--- config.mk ---
export PLATFORM = sky130hd
export DESIGN_NAME = vga_timing_gen
export DESIGN_NICKNAME = d
export VERILOG_FILES = /design/src/rtl/vga_pkg.sv /design/src/rtl/vga_timing_counter.sv /design/src/rtl/vga_timing_gen.sv
export SDC_FILE = /design/constraint.sdc
export NUM_CORES = 1
export LEC_CHECK = 0
export ABC_AREA = 1
export CORE_UTILIZATION = 50
export DETAILED_ROUTE_END_ITERATION = 10
export PLACE_DENSITY = 0.86
export RECOVER_POWER = 100
export SYNTH_ARGS = -nofsm -noshare
export SYNTH_HDL_FRONTEND = slang
export SYNTH_SLANG_ARGS = --single-unit
--- constraint.sdc ---
create_clock -name clk_36MHz -period 2.09 [get_ports clk_36MHz]
set_input_delay 0.418 -clock clk_36MHz [delete_from_list [all_inputs] [get_ports clk_36MHz]]
set_output_delay 0.418 -clock clk_36MHz [all_outputs]
set_load 0.1 [all_outputs]
--- src/rtl/vga_pkg.sv ---
`default_nettype none
// ============================================================================
// Module   : vga_pkg
// Purpose  : 640x480 timing preset, blank/total helpers and the record
//            carried by the output-alignment delay line.
// Revision : 1.0  initial release
// ============================================================================
package vga_pkg;

  // 640x480 preset (36 MHz pixel clock, 832 x 509 total)
  localparam int VGA640_H_ACTIVE = 640;
  localparam int VGA640_HFP      = 32;
  localparam int VGA640_H_PULSE  = 48;
  localparam int VGA640_HBP      = 112;
  localparam int VGA640_V_ACTIVE = 480;
  localparam int VGA640_VFP      = 1;
  localparam int VGA640_V_PULSE  = 3;
  localparam int VGA640_VBP      = 25;

  // Coordinates travel through the delay line at this width; COORD_W <= 16.
  localparam int PIPE_COORD_W = 16;

  function automatic int calc_blank(input int fp, input int pulse, input int bp);
    return fp + pulse + bp;
  endfunction

  function automatic int calc_total(input int active, input int fp,
                                    input int pulse, input int bp);
    return active + calc_blank(fp, pulse, bp);
  endfunction

  // One pixel position as it must appear on the output pins.
  typedef struct packed {
    logic                    hsync;
    logic                    vsync;
    logic                    de;
    logic [PIPE_COORD_W-1:0] x;
    logic [PIPE_COORD_W-1:0] y;
    logic                    frame_start;
    logic                    line_start;
`ifdef VGA_TEST_PATTERN_EN
    logic                    pat_en;
    logic [2:0]              bar;
`endif
  } vga_pipe_t;

endpackage
`default_nettype wire

--- src/rtl/vga_timing_counter.sv ---
`default_nettype none
// ============================================================================
// Module   : vga_timing_counter
// Purpose  : Horizontal/vertical position counters with sync, active-video,
//            start-of-line/frame and request-coordinate decode (stage 0).
// Revision : 1.0  initial release
// ============================================================================
module vga_timing_counter
  import vga_pkg::*;
#(
  parameter int H_ACTIVE = VGA640_H_ACTIVE,
  parameter int HFP      = VGA640_HFP,
  parameter int H_PULSE  = VGA640_H_PULSE,
  parameter int HBP      = VGA640_HBP,
  parameter int V_ACTIVE = VGA640_V_ACTIVE,
  parameter int VFP      = VGA640_VFP,
  parameter int V_PULSE  = VGA640_V_PULSE,
  parameter int VBP      = VGA640_VBP,
  parameter int COORD_W  = 10
) (
  input  logic               clk_i,
  input  logic               rst_i,
  output logic               hsync_act_o,
  output logic               vsync_act_o,
  output logic               active_o,
  output logic               frame_start_o,
  output logic               line_start_o,
  output logic [COORD_W-1:0] req_x_o,
  output logic [COORD_W-1:0] req_y_o
);

  localparam int c_H_BLANK = calc_blank(HFP, H_PULSE, HBP);
  localparam int c_V_BLANK = calc_blank(VFP, V_PULSE, VBP);
  localparam int c_H_TOTAL = calc_total(H_ACTIVE, HFP, H_PULSE, HBP);
  localparam int c_V_TOTAL = calc_total(V_ACTIVE, VFP, V_PULSE, VBP);

  localparam logic [COORD_W-1:0] c_ONE      = COORD_W'(1);
  localparam logic [COORD_W-1:0] c_H_LAST   = COORD_W'(c_H_TOTAL - 1);
  localparam logic [COORD_W-1:0] c_V_LAST   = COORD_W'(c_V_TOTAL - 1);
  localparam logic [COORD_W-1:0] c_HB       = COORD_W'(c_H_BLANK);
  localparam logic [COORD_W-1:0] c_VB       = COORD_W'(c_V_BLANK);
  localparam logic [COORD_W-1:0] c_HS_START = COORD_W'(HFP);
  localparam logic [COORD_W-1:0] c_HS_END   = COORD_W'(HFP + H_PULSE);
  localparam logic [COORD_W-1:0] c_VS_START = COORD_W'(VFP);
  localparam logic [COORD_W-1:0] c_VS_END   = COORD_W'(VFP + V_PULSE);

  logic [COORD_W-1:0] h_cnt_q, h_cnt_d;
  logic [COORD_W-1:0] v_cnt_q, v_cnt_d;

  // Next position: h wraps every line, v advances on h wrap and wraps per frame.
  always_comb begin
    h_cnt_d = h_cnt_q + c_ONE;
    v_cnt_d = v_cnt_q;
    if (h_cnt_q == c_H_LAST) begin
      h_cnt_d = '0;
      v_cnt_d = (v_cnt_q == c_V_LAST) ? '0 : v_cnt_q + c_ONE;
    end
  end

  // Position registers; reset returns to the top-left blanking corner.
  always_ff @(posedge clk_i) begin
    if (rst_i) begin
      h_cnt_q <= '0;
      v_cnt_q <= '0;
    end else begin
      h_cnt_q <= h_cnt_d;
      v_cnt_q <= v_cnt_d;
    end
  end

  assign hsync_act_o   = (h_cnt_q >= c_HS_START) && (h_cnt_q < c_HS_END);
  assign vsync_act_o   = (v_cnt_q >= c_VS_START) && (v_cnt_q < c_VS_END);
  assign active_o      = (h_cnt_q >= c_HB) && (v_cnt_q >= c_VB);
  assign line_start_o  = (h_cnt_q == '0);
  assign frame_start_o = (h_cnt_q == '0) && (v_cnt_q == '0);
  assign req_x_o       = active_o ? (h_cnt_q - c_HB) : '0;
  assign req_y_o       = active_o ? (v_cnt_q - c_VB) : '0;

endmodule
`default_nettype wire

--- src/rtl/vga_timing_gen.sv ---
`default_nettype none
// ============================================================================
// Module   : vga_timing_gen
// Purpose  : VGA timing generator and pixel pipeline. Issues pixel requests
//            FETCH_LATENCY cycles ahead and presents registered, mutually
//            aligned syncs/de/colour/coordinates to the DAC.
//            Optional feature macro: VGA_TEST_PATTERN_EN (8 colour bars,
//            selected per frame by test_pattern).
// Revision : 1.0  initial release
// ============================================================================
module vga_timing_gen
  import vga_pkg::*;
#(
  parameter int H_ACTIVE      = VGA640_H_ACTIVE,
  parameter int HFP           = VGA640_HFP,
  parameter int H_PULSE       = VGA640_H_PULSE,
  parameter int HBP           = VGA640_HBP,
  parameter int V_ACTIVE      = VGA640_V_ACTIVE,
  parameter int VFP           = VGA640_VFP,
  parameter int V_PULSE       = VGA640_V_PULSE,
  parameter int VBP           = VGA640_VBP,
  parameter int HSYNC_POL     = 0,
  parameter int VSYNC_POL     = 0,
  parameter int COLOR_W       = 1,
  parameter int COORD_W       = 10,
  parameter int FETCH_LATENCY = 0
) (
  input  logic                 clk_36MHz,
  input  logic                 reset,
  input  logic [3*COLOR_W-1:0] rgb_in,
  input  logic                 test_pattern,
  output logic                 req_valid,
  output logic [COORD_W-1:0]   req_x,
  output logic [COORD_W-1:0]   req_y,
  output logic                 hsync,
  output logic                 vsync,
  output logic                 de,
  output logic [COLOR_W-1:0]   red,
  output logic [COLOR_W-1:0]   green,
  output logic [COLOR_W-1:0]   blue,
  output logic [COORD_W-1:0]   x,
  output logic [COORD_W-1:0]   y,
  output logic                 frame_start,
  output logic                 line_start
);

  localparam int   c_DEPTH  = FETCH_LATENCY + 1;
  localparam logic c_HS_ON  = (HSYNC_POL != 0);
  localparam logic c_VS_ON  = (VSYNC_POL != 0);

  logic               w_hs_act, w_vs_act, w_active, w_fs, w_ls;
  logic [COORD_W-1:0] w_req_x, w_req_y;

  vga_timing_counter #(
    .H_ACTIVE (H_ACTIVE), .HFP (HFP), .H_PULSE (H_PULSE), .HBP (HBP),
    .V_ACTIVE (V_ACTIVE), .VFP (VFP), .V_PULSE (V_PULSE), .VBP (VBP),
    .COORD_W  (COORD_W)
  ) u_counter (
    .clk_i         (clk_36MHz),
    .rst_i         (reset),
    .hsync_act_o   (w_hs_act),
    .vsync_act_o   (w_vs_act),
    .active_o      (w_active),
    .frame_start_o (w_fs),
    .line_start_o  (w_ls),
    .req_x_o       (w_req_x),
    .req_y_o       (w_req_y)
  );

  assign req_valid = w_active;
  assign req_x     = w_req_x;
  assign req_y     = w_req_y;

`ifdef VGA_TEST_PATTERN_EN
  localparam int                 c_BAR_W    = H_ACTIVE / 8;
  localparam logic [COORD_W-1:0] c_BAR_LAST = COORD_W'(c_BAR_W - 1);
  localparam logic [COORD_W-1:0] c_PX_ONE   = COORD_W'(1);

  logic               tp_q;
  logic [2:0]         bar_q;
  logic [COORD_W-1:0] bar_px_q;

  // Pattern select latched at (0,0) so a frame never mixes sources; bar index
  // advances every c_BAR_W active pixels and restarts each line.
  always_ff @(posedge clk_36MHz) begin
    if (reset) begin
      tp_q     <= 1'b0;
      bar_q    <= '0;
      bar_px_q <= '0;
    end else begin
      if (w_fs) tp_q <= test_pattern;
      if (!w_active) begin
        bar_q    <= '0;
        bar_px_q <= '0;
      end else if (bar_px_q == c_BAR_LAST) begin
        bar_q    <= bar_q + 3'd1;
        bar_px_q <= '0;
      end else begin
        bar_px_q <= bar_px_q + c_PX_ONE;
      end
    end
  end
`endif

  vga_pipe_t w_stage0, w_pipe_rst, w_out_next;
  vga_pipe_t pipe_q [c_DEPTH];

  // Stage-0 record for the current counter position, plus the reset record.
  always_comb begin
    w_stage0             = '0;
    w_stage0.hsync       = w_hs_act ? c_HS_ON : ~c_HS_ON;
    w_stage0.vsync       = w_vs_act ? c_VS_ON : ~c_VS_ON;
    w_stage0.de          = w_active;
    w_stage0.x           = PIPE_COORD_W'(w_req_x);
    w_stage0.y           = PIPE_COORD_W'(w_req_y);
    w_stage0.frame_start = w_fs;
    w_stage0.line_start  = w_ls;
`ifdef VGA_TEST_PATTERN_EN
    w_stage0.pat_en      = tp_q;
    w_stage0.bar         = bar_q;
`endif
    w_pipe_rst           = '0;
    w_pipe_rst.hsync     = ~c_HS_ON;
    w_pipe_rst.vsync     = ~c_VS_ON;
  end

  // Delay line; its last slot is the output register for the timing signals.
  always_ff @(posedge clk_36MHz) begin
    if (reset) begin
      for (int i = 0; i < c_DEPTH; i++) pipe_q[i] <= w_pipe_rst;
    end else begin
      pipe_q[0] <= w_stage0;
      for (int i = 1; i < c_DEPTH; i++) pipe_q[i] <= pipe_q[i-1];
    end
  end

  // The entry about to land in the output slot; its colour is sampled now.
  generate
    if (FETCH_LATENCY == 0) begin : g_lat_zero
      assign w_out_next = w_stage0;
    end else begin : g_lat_pipe
      assign w_out_next = pipe_q[FETCH_LATENCY-1];
    end
  endgenerate

  logic [3*COLOR_W-1:0] rgb_q, rgb_d;

  // Colour source select; blank pixels are forced black and ignore rgb_in.
  always_comb begin
    rgb_d = '0;
    if (w_out_next.de) begin
`ifdef VGA_TEST_PATTERN_EN
      if (w_out_next.pat_en)
        rgb_d = {{COLOR_W{w_out_next.bar[2]}}, {COLOR_W{w_out_next.bar[1]}},
                 {COLOR_W{w_out_next.bar[0]}}};
      else
        rgb_d = rgb_in;
`else
      rgb_d = rgb_in;
`endif
    end
  end

  // Colour register, loaded on the same edge as the aligned timing slot.
  always_ff @(posedge clk_36MHz) begin
    if (reset) rgb_q <= '0;
    else       rgb_q <= rgb_d;
  end

  assign hsync       = pipe_q[c_DEPTH-1].hsync;
  assign vsync       = pipe_q[c_DEPTH-1].vsync;
  assign de          = pipe_q[c_DEPTH-1].de;
  assign x           = COORD_W'(pipe_q[c_DEPTH-1].x);
  assign y           = COORD_W'(pipe_q[c_DEPTH-1].y);
  assign frame_start = pipe_q[c_DEPTH-1].frame_start;
  assign line_start  = pipe_q[c_DEPTH-1].line_start;
  assign red         = rgb_q[3*COLOR_W-1 -: COLOR_W];
  assign green       = rgb_q[2*COLOR_W-1 -: COLOR_W];
  assign blue        = rgb_q[COLOR_W-1 -: COLOR_W];

  // Absorbs the port that is idle without the pattern and the spare
  // coordinate bits of the wide pipeline record.
  logic w_unused;
  assign w_unused = ^{test_pattern, pipe_q[c_DEPTH-1].x, pipe_q[c_DEPTH-1].y};

endmodule
`default_nettype wire

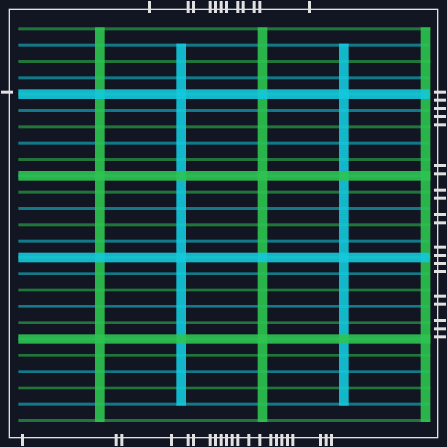
Figure 1: run 1, PDN straps and rails.
(6 px per um) Pins as bars on the die edge.
net	color
VDD	cyan
VSS	green
met1 rails	25
rows	24
met4 straps	5
met5 straps	4
Core Area: 4470 um^2
die width: 71.2 um
maximum VDD drop: 327 uV
Die Y: 71.2 um

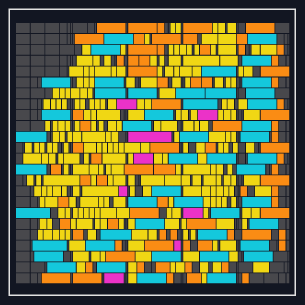
Figure 2: run 1, placement by cell class.
(4 px per um) Fill, decap, tap and diode cells in gray.
class	color	cells	share of their area
other buffers and delay cells	orange	78	24%
clock drivers and dummy loads	magenta	8	3.2%
flip-flops	cyan	48	28%
all other logic	yellow	250	44%
FP Rows: 24
sequential cell area share: 0.279
post-route cell area: 3520 um^2

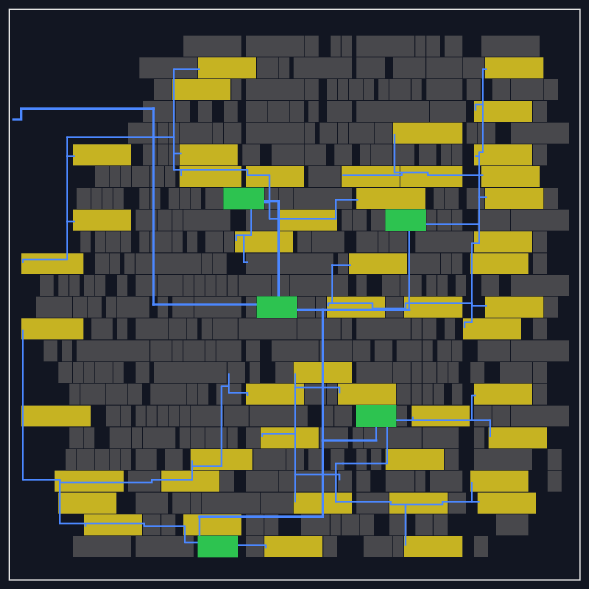
Figure 3: run 1, clock network drawn from the DEF.
(8 px per um)
[clock wires] blue | length: 556 um
[flip-flops] yellow | count: 48
[cells driving clock nets] green | count: 5
routed clock nets	6
flops lie	all over the die

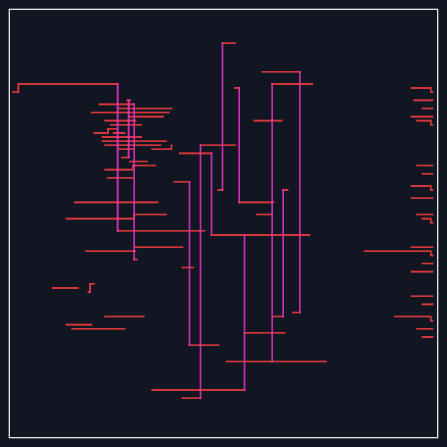
Figure 4: run 1, signal wires by layer.
(6 px per um) Two of the layers only.
layer	color	wire length
met3	red	385 um
met4	magenta	320 um
Total Wirelength: 7050 um
GRT Overall Usage: 0.275

==> reports/metrics.csv, run 1 <==
stage,metric,value,unit
status,status,finished with violations,
status,failing checks,"design-rule violations, negative setup slack",
critical_path,r2r setup slk,190,ps
place,GP Congestion,0.900,
pwr,Net Switching,0.393,mW
layout,largest class,combinational gates,
clock_network,CTS Sinks,48,
layout,mi-comb count,205,
die,io pins,55,
clock_network,Latency at later pin,310,ps
layout,clk_buf instances,5,
pwr,PD cells,479,nW/um^2
layout,Non-clk invs,45,
critical_path,path type of the worst setup path,reg -> out,
sta,Setup WS post-layout,-143,ps
layout,max FFs per register,25,
layout,Non-clk bufs,78,
layout,Gate Area,1360,um^2
layout,most frequent logic cell in the layout,nand2_1,
synth,Commonest flop,dfxtp_1,
layout,Inserted Diodes,0,
layout,biggest registers after layout,"pipe_q: 25 flops, u_counter.h_cnt_q: 10 flops, u_counter.v_cnt_q: 10 flops",
global_route,largest net degree at the start of global routing,21,
detailed_routing,Remaining DRCs,6,
synth,"Net Count, Synth",341,
detailed_routing,met2 wire length,3780,um
hold_path,Hold Crit Depth,1,
synth,Post-synth ARST share,0,
synth,top area contributor share,0.402,
layout,fin util,0.788,
global_route,busiest grt layer,met2,
sta,Final setup viols,21,
clock_network,root buffer cell,clkbuf_8,
global_route,number of global-route vias before repair,2306,
hold_path,Worst Hold Launch,u_counter.h_cnt_q[0]$_SDFF_PP0_,
pwr,power in combinational cells,0.0919,mW
layout,Flops,48,
hold_path,Worst Hold End,u_counter.h_cnt_q[0]$_SDFF_PP0_,
detailed_routing,met1 wire length,2560,um
critical_path,critical-path cell list,ha_4 > inv_1 > nand2_1 > o21bai_4 > o21ai_4 > buf_12 > nor2_4 > buf_12,
synth,chip area in the Yosys report,2390,um^2
synth,"Seq/Total Area, Yosys",0.402,
critical_path,Reg2Reg Launch Point,u_counter.h_cnt_q[0]$_SDFF_PP0_,
synth,Top cells by area,"dfxtp_1, nor2_1, nand2_1",
layout,clk tree area frac,0.0312,
pwr,Sw Ratio,0.233,
synth,flip-flops with a built-in enable,0,
layout,Fillers,257,
synth,"Cell Area, Synth",2390,um^2
sta,Layout Skew,5.63,ps
pwr,sequential share of power,0.547,
critical_path,critical path required time,1670,ps
pwr,Seq group,0.924,mW
clock_network,H-tree Lvls,2,
layout,area grow syn2layout,47.4,%
layout,dominant logic cell types in the final layout,"nand2_1, dfxtp_1, inv_1",
==> run 1 -> run 2 <==
--- a/config.mk
+++ b/config.mk
@@ -6,6 +6,7 @@
 export NUM_CORES = 1
 export LEC_CHECK = 0
 export ABC_AREA = 1
+export ABC_CLOCK_PERIOD_IN_PS = 2090
 export CORE_UTILIZATION = 50
 export DETAILED_ROUTE_END_ITERATION = 10
 export PLACE_DENSITY = 0.86
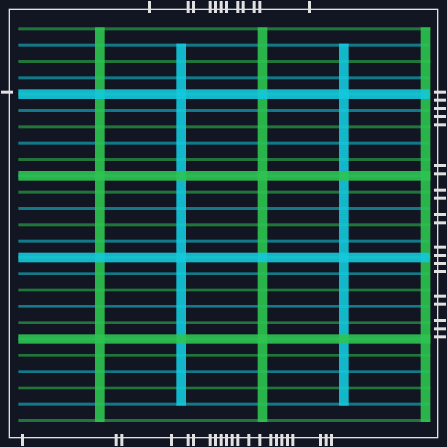
Figure 5: run 2, PDN straps and rails.
(6 px per um) Pins as bars on the die edge.
net	color
VDD	cyan
VSS	green
met1 rails	25
signal pins	55

==> run 2 against run 1 <==
Worst hold slack is the same. Via count is the same. The flow still finishes with violations (design-rule violations, negative setup slack). Total power is the same. Combinational power is essentially flat. Highest routed layer unchanged. Flip-flop count is the same. First-iteration DRC count is the same. Non-clock buffer count is the same. Utilization is the same. Synthesized area is the same. Largest cell class unchanged. Sequential share of layout area is the same. Sequential power is essentially flat.
==> reports/metrics.csv, run 2 <==
stage,metric,value,unit,change
clock_network,H-tree Lvls,2,,unchanged
pwr,maximum VDD drop,327,uV,unchanged
critical_path,path type of the worst setup path,reg -> out,,
pwr,Seq group,0.924,mW,about the same
sta,Setup WS post-layout,-143,ps,unchanged
sta,Layout Skew,5.63,ps,unchanged
die,Die Y,71.2,um,unchanged
pwr,sequential share of power,0.547,,about the same
layout,clk tree area frac,0.0312,,unchanged
pwr,Net Switching,0.393,mW,unchanged
hold_path,Worst Hold Launch,u_counter.h_cnt_q[0]$_SDFF_PP0_,,
pwr,PD cells,479,nW/um^2,unchanged
synth,top area contributor share,0.402,,unchanged
layout,area grow syn2layout,47.4,%,unchanged
layout,biggest registers after layout,"pipe_q: 25 flops, u_counter.h_cnt_q: 10 flops, u_counter.v_cnt_q: 10 flops",,
die,die width,71.2,um,unchanged
layout,Fillers,257,,unchanged
layout,sequential cell area share,0.279,,unchanged
pwr,Sw Ratio,0.233,,unchanged
clock_network,Latency at later pin,310,ps,about the same
layout,largest class,combinational gates,,
layout,clk_buf instances,5,,unchanged
hold_path,Hold Crit Depth,1,,unchanged
critical_path,critical-path cell list,ha_4 > inv_1 > nand2_1 > o21bai_4 > o21ai_4 > buf_12 > nor2_4 > buf_12,,
synth,Commonest flop,dfxtp_1,,
status,status,finished with violations,,
layout,post-route cell area,3520,um^2,unchanged
global_route,GRT Overall Usage,0.275,,unchanged
detailed_routing,met1 wire length,2560,um,unchanged
critical_path,critical path required time,1670,ps,about the same
critical_path,Reg2Reg Launch Point,u_counter.h_cnt_q[0]$_SDFF_PP0_,,
synth,Post-synth ARST share,0,,unchanged
layout,Inserted Diodes,0,,unchanged
layout,most frequent logic cell in the layout,nand2_1,,
detailed_routing,Total Wirelength,7050,um,unchanged
layout,max FFs per register,25,,unchanged
global_route,busiest grt layer,met2,,
die,Core Area,4470,um^2,unchanged
pwr,power in combinational cells,0.0919,mW,about the same
synth,"Seq/Total Area, Yosys",0.402,,unchanged
layout,dominant logic cell types in the final layout,"nand2_1, dfxtp_1, inv_1",,
status,failing checks,"design-rule violations, negative setup slack",,
detailed_routing,met2 wire length,3780,um,unchanged
synth,"Cell Area, Synth",2390,um^2,unchanged
hold_path,Worst Hold End,u_counter.h_cnt_q[0]$_SDFF_PP0_,,
clock_network,CTS Sinks,48,,unchanged
global_route,number of global-route vias before repair,2306,,unchanged
synth,"Net Count, Synth",341,,unchanged
clock_network,root buffer cell,clkbuf_8,,
detailed_routing,Remaining DRCs,6,,unchanged
place,GP Congestion,0.900,,unchanged
sta,Final setup viols,21,,unchanged
layout,Non-clk bufs,78,,unchanged
die,io pins,55,,unchanged
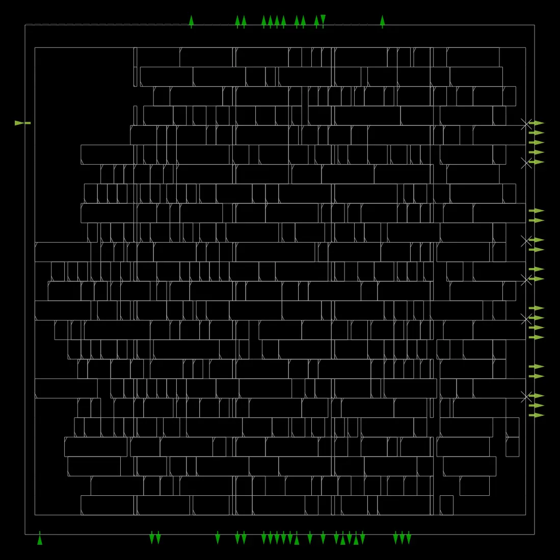
Figure 6: run 2, cell outlines without signal wires.
final non-filler cell total: 436
Well Taps: 52
Flops: 48
fin util: 0.788

No activity file was given, so power comes from the tool's default toggle rates.
